$ cat config.mk
export PLATFORM = sky130hd
export DESIGN_NAME = magnitude_decoder_flat
export DESIGN_NICKNAME = d
export VERILOG_FILES = /design/src/rtl/magnitude_decoder_pkg.sv /design/src/rtl/magnitude_decoder_if.sv /design/src/rtl/magnitude_decoder_serial_negate_cell.sv /design/src/rtl/magnitude_decoder.sv /design/src/flat_wrapper.sv
export SDC_FILE = /design/constraint.sdc
export NUM_CORES = 1
export LEC_CHECK = 0
export ABC_AREA = 0
export CAP_MARGIN = 20
export CORE_AREA = 3 3 40 42
export DETAILED_ROUTE_END_ITERATION = 6
export DIE_AREA = 0 0 43 45
export GPL_TIMING_DRIVEN = 0
export PLACE_DENSITY = 0.73
export RECOVER_POWER = 50
export SYNTH_ARGS = -nofsm -noshare
export SYNTH_HDL_FRONTEND = slang
export SYNTH_SLANG_ARGS = --single-unit
$ cat constraint.sdc
create_clock -name clk -period 1.75 [get_ports clk]
set_clock_uncertainty 0.05 [all_clocks]
set_input_delay 0.4375 -clock clk [delete_from_list [all_inputs] [get_ports clk]]
set_output_delay 0.4375 -clock clk [all_outputs]
set_load 0.01 [all_outputs]
$ cat src/rtl/magnitude_decoder_pkg.sv
// Shared types and sizing helpers for the bit-serial two's-complement to
// sign-magnitude decoder.
package magnitude_decoder_pkg;

   typedef enum logic [1:0] {
      ST_IDLE  = 2'd0,
      ST_SHIFT = 2'd1,
      ST_DONE  = 2'd2
   } state_t;

   // Bit counter width: must hold WIDTH-1 so the terminal compare is reached.
   function automatic int cnt_width(input int width);
      return (width > 2) ? $clog2(width) : 1;
   endfunction

endpackage

$ cat src/rtl/magnitude_decoder_if.sv
// Valid/ready handshake bundle between the adder, the decoder and the
// result formatter.
interface magnitude_decoder_if #(
   parameter int WIDTH = 4
);
   logic             in_valid;
   logic             in_ready;
   logic [WIDTH-1:0] A;
   logic             out_valid;
   logic             out_ready;
   logic [WIDTH-1:0] S;
   logic             NEG;

   modport master (
      output in_valid, A, out_ready,
      input  in_ready, out_valid, S, NEG
   );

   modport slave (
      input  in_valid, A, out_ready,
      output in_ready, out_valid, S, NEG
   );
endinterface

$ cat src/rtl/magnitude_decoder_serial_negate_cell.sv
// One-bit serial two's-complement negate step: pass bits up to and including
// the first 1, invert every later bit when the word is negative.
module serial_negate_cell (
   input  logic b,
   input  logic neg,
   input  logic seen,
   output logic o,
   output logic seen_next
);

   assign o         = (neg && seen) ? ~b : b;
   assign seen_next = seen | b;

endmodule

$ cat src/rtl/magnitude_decoder.sv
// LSB-first serial decoder: returns |A| and the sign of a WIDTH-bit
// two's-complement word with a fixed latency of WIDTH shift cycles.
module magnitude_decoder
   import magnitude_decoder_pkg::*;
#(
   parameter int WIDTH = 4
)
(
   input  logic               clk,
   input  logic               rst,
   magnitude_decoder_if.slave bus
);

   localparam int            CW       = cnt_width(WIDTH);
   localparam logic [CW-1:0] CNT_LAST = CW'(WIDTH - 1);
   localparam logic [CW-1:0] CNT_ONE  = CW'(1);

   state_t           state_r;
   state_t           state_s;
   logic [WIDTH-1:0] sr_r;
   logic             neg_r;
   logic             seen_r;
   logic [CW-1:0]    cnt_r;
   logic             accept_s;
   logic             shift_s;
   logic             o_s;
   logic             seen_next_s;

   serial_negate_cell u_cell (
      .b         (sr_r[0]),
      .neg       (neg_r),
      .seen      (seen_r),
      .o         (o_s),
      .seen_next (seen_next_s)
   );

   // Next-state decode and per-cycle enables for the datapath registers.
   always_comb begin
      state_s  = state_r;
      accept_s = 1'b0;
      shift_s  = 1'b0;
      case (state_r)
         ST_IDLE: begin
            if (bus.in_valid) begin
               accept_s = 1'b1;
               state_s  = ST_SHIFT;
            end else begin
               state_s  = ST_IDLE;
            end
         end
         ST_SHIFT: begin
            shift_s = 1'b1;
            if (cnt_r == CNT_LAST) begin
               state_s = ST_DONE;
            end else begin
               state_s = ST_SHIFT;
            end
         end
         ST_DONE: begin
            if (bus.out_ready) begin
               state_s = ST_IDLE;
            end else begin
               state_s = ST_DONE;
            end
         end
         default: begin
            state_s = ST_IDLE;
         end
      endcase
   end

   // State register plus shift register, sign, first-one flag and bit counter.
   always_ff @(posedge clk) begin
      if (rst) begin
         state_r <= ST_IDLE;
         sr_r    <= '0;
         neg_r   <= 1'b0;
         seen_r  <= 1'b0;
         cnt_r   <= '0;
      end else begin
         state_r <= state_s;
         if (accept_s) begin
            sr_r   <= bus.A;
            neg_r  <= bus.A[WIDTH-1];
            seen_r <= 1'b0;
            cnt_r  <= '0;
         end else if (shift_s) begin
            sr_r   <= {o_s, sr_r[WIDTH-1:1]};
            seen_r <= seen_next_s;
            cnt_r  <= cnt_r + CNT_ONE;
         end else begin
            sr_r   <= sr_r;
            seen_r <= seen_r;
            cnt_r  <= cnt_r;
         end
      end
   end

   // Outputs come straight from registers or the state decode; in_ready is
   // also held low while reset is asserted.
   assign bus.in_ready  = (state_r == ST_IDLE) && !rst;
   assign bus.out_valid = (state_r == ST_DONE);
   assign bus.S         = sr_r;
   assign bus.NEG       = neg_r;

endmodule

$ cat src/flat_wrapper.sv
// flat-port wrapper written by rule: the top's interface ports become plain ports
module magnitude_decoder_flat import magnitude_decoder_pkg::*;
#(
   parameter int WIDTH = 4
)
  (clk, rst, bus_in_valid, bus_A, bus_out_ready, bus_in_ready, bus_out_valid, bus_S, bus_NEG);
  magnitude_decoder_if #(.WIDTH(WIDTH)) bus_i ();
  input  logic clk;
  input  logic rst;
  input wire logic [$bits(bus_i.in_valid)-1:0] bus_in_valid;
  input wire logic [$bits(bus_i.A)-1:0] bus_A;
  input wire logic [$bits(bus_i.out_ready)-1:0] bus_out_ready;
  output wire logic [$bits(bus_i.in_ready)-1:0] bus_in_ready;
  output wire logic [$bits(bus_i.out_valid)-1:0] bus_out_valid;
  output wire logic [$bits(bus_i.S)-1:0] bus_S;
  output wire logic [$bits(bus_i.NEG)-1:0] bus_NEG;
  assign bus_i.in_valid = bus_in_valid;
  assign bus_i.A = bus_A;
  assign bus_i.out_ready = bus_out_ready;
  assign bus_in_ready = bus_i.in_ready;
  assign bus_out_valid = bus_i.out_valid;
  assign bus_S = bus_i.S;
  assign bus_NEG = bus_i.NEG;
  magnitude_decoder #(.WIDTH(WIDTH)) u_core (.clk(clk), .rst(rst), .bus(bus_i));
endmodule
Run 1, sequential cells coloured by netlist name:
Other sequential cells in the stronger grey, the rest of the logic in the fainter grey.
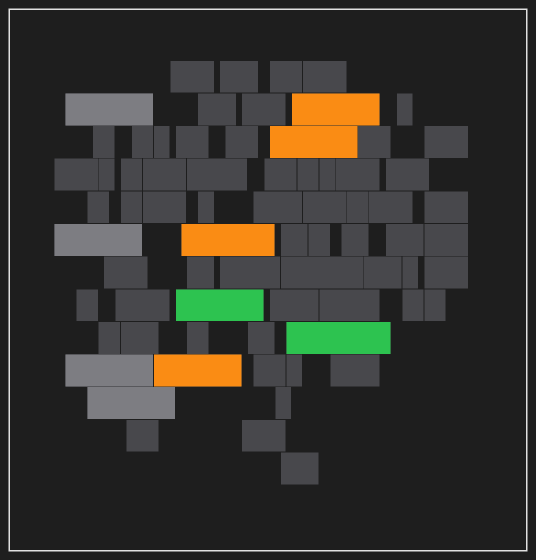
orange -> u_core.bus.S  # sequential cells 4
green -> u_core.state_r  # sequential cells 2
not coloured = 4

Run 1, clock wiring as the flow saved it:
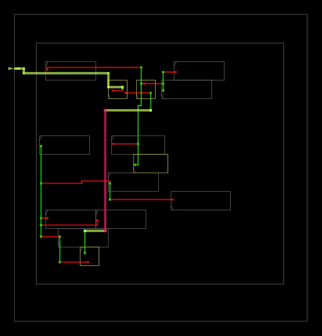
number of sinks handled by clock tree synthesis: 10
Clock Latency Late Sink: 0.27 ns
number of clock buffers in the layout: 4

Run 1, cell sizes after repair:
Bar = 10 um.
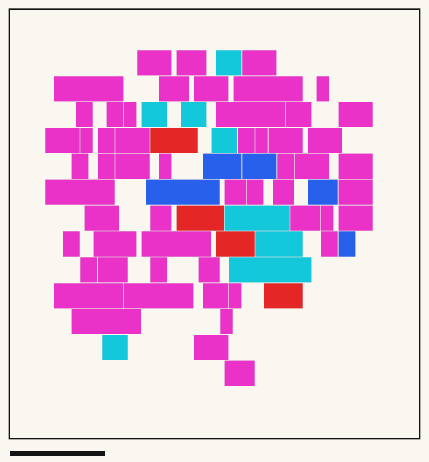
cyan -> _3 and _4 cells  # cells 8, most used clkbuf_4
magenta -> _0 and _1 cells  # cells 55, most used clkdlybuf4s50_1
blue -> _2 cells  # cells 5
red -> _6 and larger  # cells 4

==> impl_metrics.csv, run 1 <==
group,metric,value,unit
status,run_status,"complete, no violations",
clocking,cts-hold-fix-buffers,0,
global_route,grt_pass1_vias,376,
synthesis,post_synth_inst_count,53,
floorplan,fp_util,38.9,%
global_route,globalRoute.busiestLayer,"met2",
synthesis,synth_top_cell_by_area,"sky130_fd_sc_hd__dfxtp_1",
synthesis,post_synth_num_cell_types,26,
cells_and_area,final_cell_mix,"sky130_fd_sc_hd__clkdlybuf4s50_1, sky130_fd_sc_hd__dfxtp_1, sky130_fd_sc_hd__a21oi_1",
floorplan,horizontal_extent_of_the_die,43,um
global_route,met1_track_demand_over_resource_in_global_routing,13.8,%
synthesis,synth_async_sr_flop_share,0,%
detailed_routing,route.vias.total,430,
worst_setup_path,crit_path_top_delay_cell,"sky130_fd_sc_hd__clkdlybuf4s50_1",
synthesis,yosys-top-cells-area,"sky130_fd_sc_hd__dfxtp_1, sky130_fd_sc_hd__a21oi_1, sky130_fd_sc_hd__nor3_1",
cells_and_area,area.growth.synth_to_final,43.4,%
worst_setup_path,crit_cells,2,
global_route,grt_util_all_layers,11.7,%
placement,placedInstanceArea,658,sq um
clocking,cts-htree-levels,1,
global_route,grt_first_pass_wirelength,1.63,mm
detailed_routing,detailedRoute.firstIterationViolations,3,
synthesis,post_synth.cell_area_avg,9.42,sq um
floorplan,ios,15,
cells_and_area,largest_register_ff_count,4,
power,power.clock.fraction,35.8,%
power,p_sw,0.000148,W
power,sequentialPowerShare,42.4,%
synthesis,post_synth_and_or_nand_nor_area_fraction,28.1,%
synthesis,netlist_area,499,sq um
timing,setup-violations-final,0,
floorplan,placementRows,13,
timing,tightest_slew,0.302,ns
timing,rsz0062_at_grt,"no",
cells_and_area,drive_gt1_share,23.6,%
clocking,clock_tree_from_tritoncts,"done",
detailed_routing,met3_wire_length,72,um
synthesis,most_common_cell,"sky130_fd_sc_hd__dfxtp_1",
placement,placed_cells,82,
synthesis,ys_sh_xor,1.75,%
power,comb_power_share,21.8,%
synthesis,synth.top_cells.by_count,"sky130_fd_sc_hd__dfxtp_1, sky130_fd_sc_hd__a21oi_1, sky130_fd_sc_hd__nor3_1",
timing,timing.max_slew.rel_slack,79.6,%
floorplan,dieHeight,45,um
power,comb_cell_power,0.000129,W
worst_setup_path,critPathTopFamily,"buffers and inverters",
worst_setup_path,critical_path.cell_chain,"buf_4, clkdlybuf4s50_1",
worst_setup_path,critical_path.max_fanout,2,
worst_setup_path,crit_buf_inv,2,
detailed_routing,drt-vias-per-instance,4.94,
worst_setup_path,worst_setup_path_end_kind,"output pin",
power,p_int,0.000445,W
synthesis,edf_count,0,
cells_and_area,final-instance-count-excl-fill,87,
clocking,postCtsSetupRepairBufs,1,
synthesis,yosys.area_share.adder,2.51,%
detailed_routing,final_antenna_net_count,0,
cells_and_area,logic_area,264,sq um
timing,fmax,592,MHz
clocking,num_cts_buffers,3,
worst_setup_path,critical_path.max_stage_delay,0.52,ns
cells_and_area,seq-cell-share,28.7,%
cells_and_area,nMultiInputCombCells,37,
cells_and_area,n_fill_cell,134,
cells_and_area,final_nets,82,
cells_and_area,inverters,2,
worst_setup_path,reg2regPathDepth,4,
power,power_density,829,nW/um^2
clocking,worst_setup_hold_path_clk_slew,0.07,ns
cells_and_area,layout.cells.largest_class,"combinational gates",
synthesis,compound_area_share,15.3,%
cells_and_area,comb_area_share,36.9,%
power,clock_power,0.000212,W
worst_hold_path,hp-class,"reg -> reg",
detailed_routing,routed_length_on_met2,472,um
worst_hold_path,worst_hold_path.num_cells,2,
timing,crit_share_post_route,96.5,%
synthesis,proportion_of_synthesized_chip_area_in_sequential_cells,40.1,%
worst_setup_path,worst_ep_required_time,1.26,ns
synthesis,synth_flop_count,10,
worst_hold_path,holdCritStartpoint,"u_core.bus.NEG",
floorplan,floorplan.tapcells,15,
placement,place_congestion,0.669,
global_route,use_met2,18.3,%
cells_and_area,antenna_cells_inserted,0,
cells_and_area,final_area,716,sq um
global_route,met3_usage,3.98,%
==> run 2, diff against run 1 <==
Clock period 1.75 ns to 1.56 ns, I/O delays scaled along.
Run 2, cell sizes after repair:
Bar = 10 um.
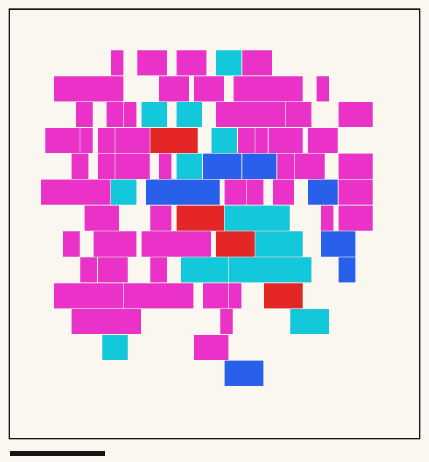
blue -> _2 cells  # cells 7
magenta -> _0 and _1 cells  # cells 52, most used dfxtp_1
cyan -> _3 and _4 cells  # cells 12, most used clkbuf_4
red -> _6 and larger  # cells 4

Run 2, logic cells by family:
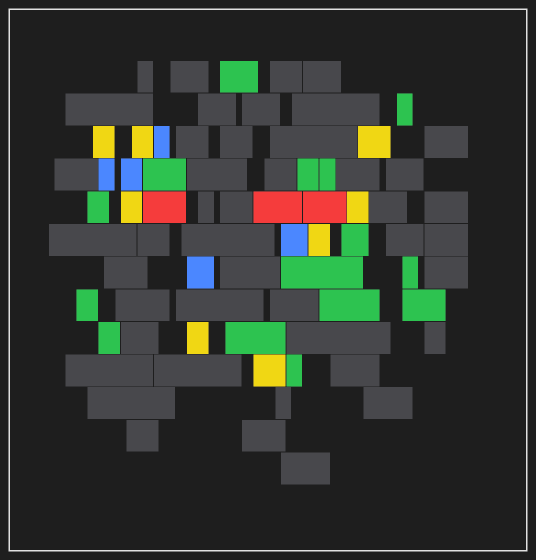
red -> non-inverting ao/oa cells  # cells 3
yellow -> aoi and oai cells  # cells 8
green -> nor cells  # cells 15
blue -> nand cells  # cells 5

==> run 2 against run 1 <==
  * Critical path depth did not move
  * Total power is 13% higher
  * Critical path type unchanged
  * Sequential power grew 12%
  * Register-to-register slack worse by 0.20 ns
  * Final cell count rose by 3.4%
  * Critical endpoint is now bus_out_valid
  * Synthesized area is the same
  * First-iteration DRC count up 33%
  * Die size did not move
  * Hold slack got worse by 0.0014 ns
  * Clock-buffer cell count did not move
  * Synthesized cell count is the same
==> impl_metrics.csv, run 2 <==
group,metric,value,unit
clocking,cts-htree-levels,1,
cells_and_area,final_area,746,sq um
power,power.clock.fraction,35.6,%
floorplan,ios,15,
cells_and_area,antenna_cells_inserted,0,
floorplan,placementRows,13,
timing,crit_share_post_route,96.7,%
cells_and_area,area.growth.synth_to_final,49.4,%
worst_setup_path,worst_ep_required_time,1.12,ns
timing,fmax,663,MHz
worst_setup_path,critPathTopFamily,"flip-flops",
worst_setup_path,reg2regPathDepth,5,
clocking,clock_insertion_delay_worst_skew,0.27,ns
detailed_routing,detailedRoute.firstIterationViolations,4,
floorplan,fp_util,38.9,%
clocking,clock_tree_from_tritoncts,"done",
synthesis,proportion_of_synthesized_chip_area_in_sequential_cells,40.1,%
cells_and_area,seq-cell-share,27.5,%
status,run_status,"complete, no violations",
placement,place_congestion,0.669,
synthesis,post_synth_and_or_nand_nor_area_fraction,28.1,%
synthesis,post_synth.cell_area_avg,9.42,sq um
worst_hold_path,worst_hold_path.num_cells,2,
power,comb_cell_power,0.000148,W
power,sequentialPowerShare,42.2,%
synthesis,synth_flop_count,10,
detailed_routing,route.vias.total,449,
worst_hold_path,hp-class,"reg -> reg",
synthesis,synth.top_cells.by_count,"sky130_fd_sc_hd__dfxtp_1, sky130_fd_sc_hd__a21oi_1, sky130_fd_sc_hd__nor3_1",
clocking,clock_sinks,10,
cells_and_area,nMultiInputCombCells,37,
timing,setup-violations-final,0,
global_route,met3_usage,3.98,%
synthesis,yosys.area_share.adder,2.51,%
floorplan,floorplan.tapcells,15,
worst_setup_path,worst_setup_path_end_kind,"output pin",
cells_and_area,final.clkbuf_count,4,
floorplan,horizontal_extent_of_the_die,43,um
synthesis,ys_sh_xor,1.75,%
detailed_routing,routed_length_on_met2,510,um
global_route,grt_util_all_layers,12.1,%
detailed_routing,met3_wire_length,71,um
power,p_int,0.000498,W
timing,tightest_slew,0.305,ns
synthesis,netlist_area,499,sq um
global_route,use_met2,18.9,%
detailed_routing,dr.max_layer_used,"met4",
detailed_routing,drt-vias-per-instance,4.99,
synthesis,post_synth_num_cell_types,26,
cells_and_area,comb_area_share,37.4,%
placement,placed_cells,82,
power,sw_frac_of_total,25.5,%
detailed_routing,final_antenna_net_count,0,
worst_setup_path,critical_path.cell_chain,"nor2b_4, clkdlybuf4s15_2",
worst_setup_path,critical_path.max_stage_delay,0.41,ns
worst_setup_path,crit_cells,2,
synthesis,yosys-top-cells-area,"sky130_fd_sc_hd__dfxtp_1, sky130_fd_sc_hd__a21oi_1, sky130_fd_sc_hd__nor3_1",
global_route,globalRoute.busiestLayer,"met2",
timing,rsz0062_at_grt,"no",
global_route,grt_pass1_vias,382,
cells_and_area,final_nets,85,
synthesis,synth_async_sr_flop_share,0,%
global_route,met1_track_demand_over_resource_in_global_routing,14.5,%
clocking,postCtsSetupRepairBufs,2,
synthesis,most_common_cell,"sky130_fd_sc_hd__dfxtp_1",
synthesis,compound_area_share,15.3,%
cells_and_area,final-instance-count-excl-fill,90,
worst_setup_path,crit_buf_inv,1,
worst_setup_path,crit_path_top_delay_cell,"sky130_fd_sc_hd__dfxtp_4",
cells_and_area,largest_register_ff_count,4,
cells_and_area,layout.cells.largest_class,"combinational gates",
floorplan,dieHeight,45,um
cells_and_area,logic_area,279,sq um
worst_setup_path,critical_path.max_fanout,8,
clocking,cts-hold-fix-buffers,0,
cells_and_area,n_fill_cell,135,
power,power_density,896,nW/um^2
cells_and_area,inverters,2,
synthesis,post_synth_inst_count,53,
clocking,worst_setup_hold_path_clk_slew,0.07,ns
timing,timing.max_slew.rel_slack,79.4,%
Run 2, clock wiring as the flow saved it:
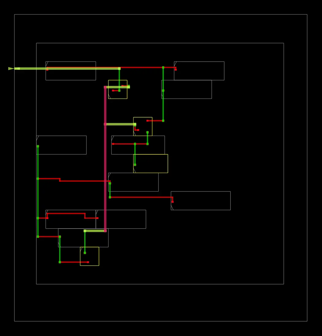
Num CTS Buffers: 3
clock group total power: 0.000238 W
number of sequential cells: 10

==> run 3, diff against run 2 <==
--- a/constraint.sdc
+++ b/constraint.sdc
@@ -4,2 +4,2 @@
 set_output_delay 0.39 -clock clk [all_outputs]
-set_load 0.01 [all_outputs]
+set_load 0.005 [all_outputs]
Run 3, sequential cells coloured by netlist name:
Other sequential cells in the stronger grey, the rest of the logic in the fainter grey.
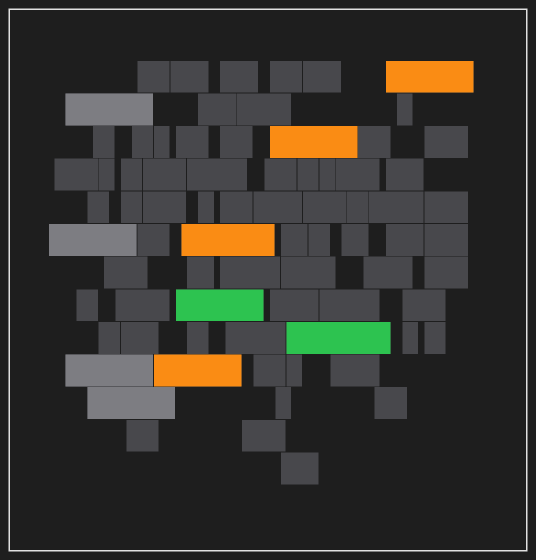
orange -> u_core.bus.S  # sequential cells 4
green -> u_core.state_r  # sequential cells 2
register area: 205 sq um
sequential-cell power consumption: 0.000282 W
sequential portion of the cell area: 27.2%
Finished Core Util: 58.8%

Run 3, cell sizes after repair:
Bar = 10 um.
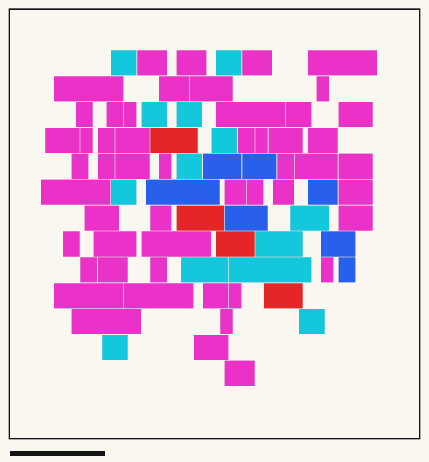
magenta -> _0 and _1 cells  # cells 52, most used dfxtp_1
blue -> _2 cells  # cells 7
red -> _6 and larger  # cells 4
cyan -> _3 and _4 cells  # cells 13, most used buf_4
layout overhead on the synthesized area: 51.4%
min setup slack post-route: 0.0646 ns
final design area excluding fillers: 756 sq um

==> run 3 against run 2 <==
  * Worst setup slack improved by 0.013 ns
  * Hold slack improved by 0.00091 ns
  * Clock-buffer cell count did not move
  * Die size did not move
  * Total power rose by 0.27%
  * Sequential share of layout area fell by 0.36 points
  * Synthesized area did not move
  * Final area rose by 1.3%
  * Sequential power barely moved
  * Flip-flop count did not move
  * Critical path type unchanged
==> impl_metrics.csv, run 3 <==
group,metric,value,unit
worst_hold_path,hp-class,"reg -> reg",
global_route,grt_first_pass_wirelength,1.73,mm
cells_and_area,largest_register_ff_count,4,
floorplan,ios,15,
power,p_sw,0.000170,W
clocking,clock_tree_from_tritoncts,"done",
synthesis,yosys.area_share.adder,2.51,%
placement,placedInstanceArea,658,sq um
placement,place_congestion,0.669,
detailed_routing,met3_wire_length,83,um
detailed_routing,final_antenna_net_count,0,
global_route,met1_track_demand_over_resource_in_global_routing,14.8,%
synthesis,synth_async_sr_flop_share,0,%
synthesis,ys_sh_xor,1.75,%
synthesis,synth_top_cell_by_area,"sky130_fd_sc_hd__dfxtp_1",
worst_setup_path,crit_cells,3,
clocking,cts-htree-levels,1,
worst_setup_path,critical_path.cell_chain,"buf_4, nor3_2, buf_2",
clocking,worst_setup_hold_path_clk_slew,0.07,ns
global_route,grt_pass1_vias,395,
cells_and_area,number_of_sequential_cells,10,
floorplan,floorplan.tapcells,15,
synthesis,post_synth_inst_count,53,
clocking,num_cts_buffers,3,
global_route,met3_usage,3.98,%
cells_and_area,antenna_cells_inserted,0,
synthesis,yosys-top-cells-area,"sky130_fd_sc_hd__dfxtp_1, sky130_fd_sc_hd__a21oi_1, sky130_fd_sc_hd__nor3_1",
worst_setup_path,critical_path.max_fanout,7,
worst_setup_path,critPathTopFamily,"flip-flops",
status,run_status,"complete, no violations",
worst_setup_path,reg2regPathDepth,4,
detailed_routing,detailedRoute.firstIterationViolations,8,
power,sequentialPowerShare,42.1,%
synthesis,proportion_of_synthesized_chip_area_in_sequential_cells,40.1,%
worst_hold_path,holdCritStartpoint,"u_core.bus.NEG",
global_route,use_met2,19.5,%
clocking,clock_insertion_delay_worst_skew,0.27,ns
cells_and_area,nMultiInputCombCells,37,
power,p_int,0.000500,W
Run 3, logic cells by family:
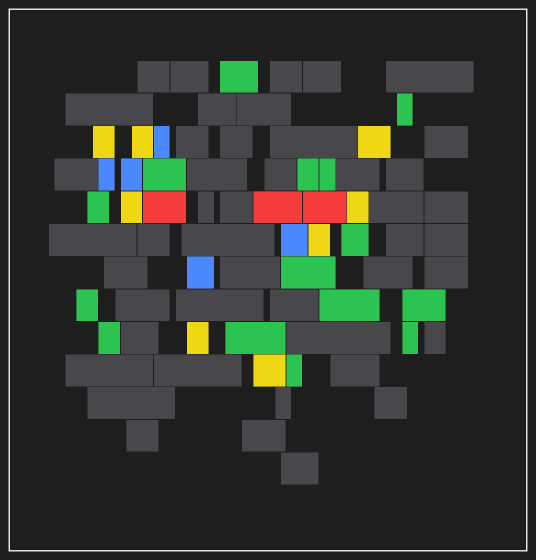
blue -> nand cells  # cells 5
yellow -> aoi and oai cells  # cells 8
red -> non-inverting ao/oa cells  # cells 3
green -> nor cells  # cells 15
most numerous logic cell after layout: sky130_fd_sc_hd__dfxtp_1
multi-input combinational area share: 36.1%
non-filler cells, final: 91

Power and IR drop assume default switching activity.
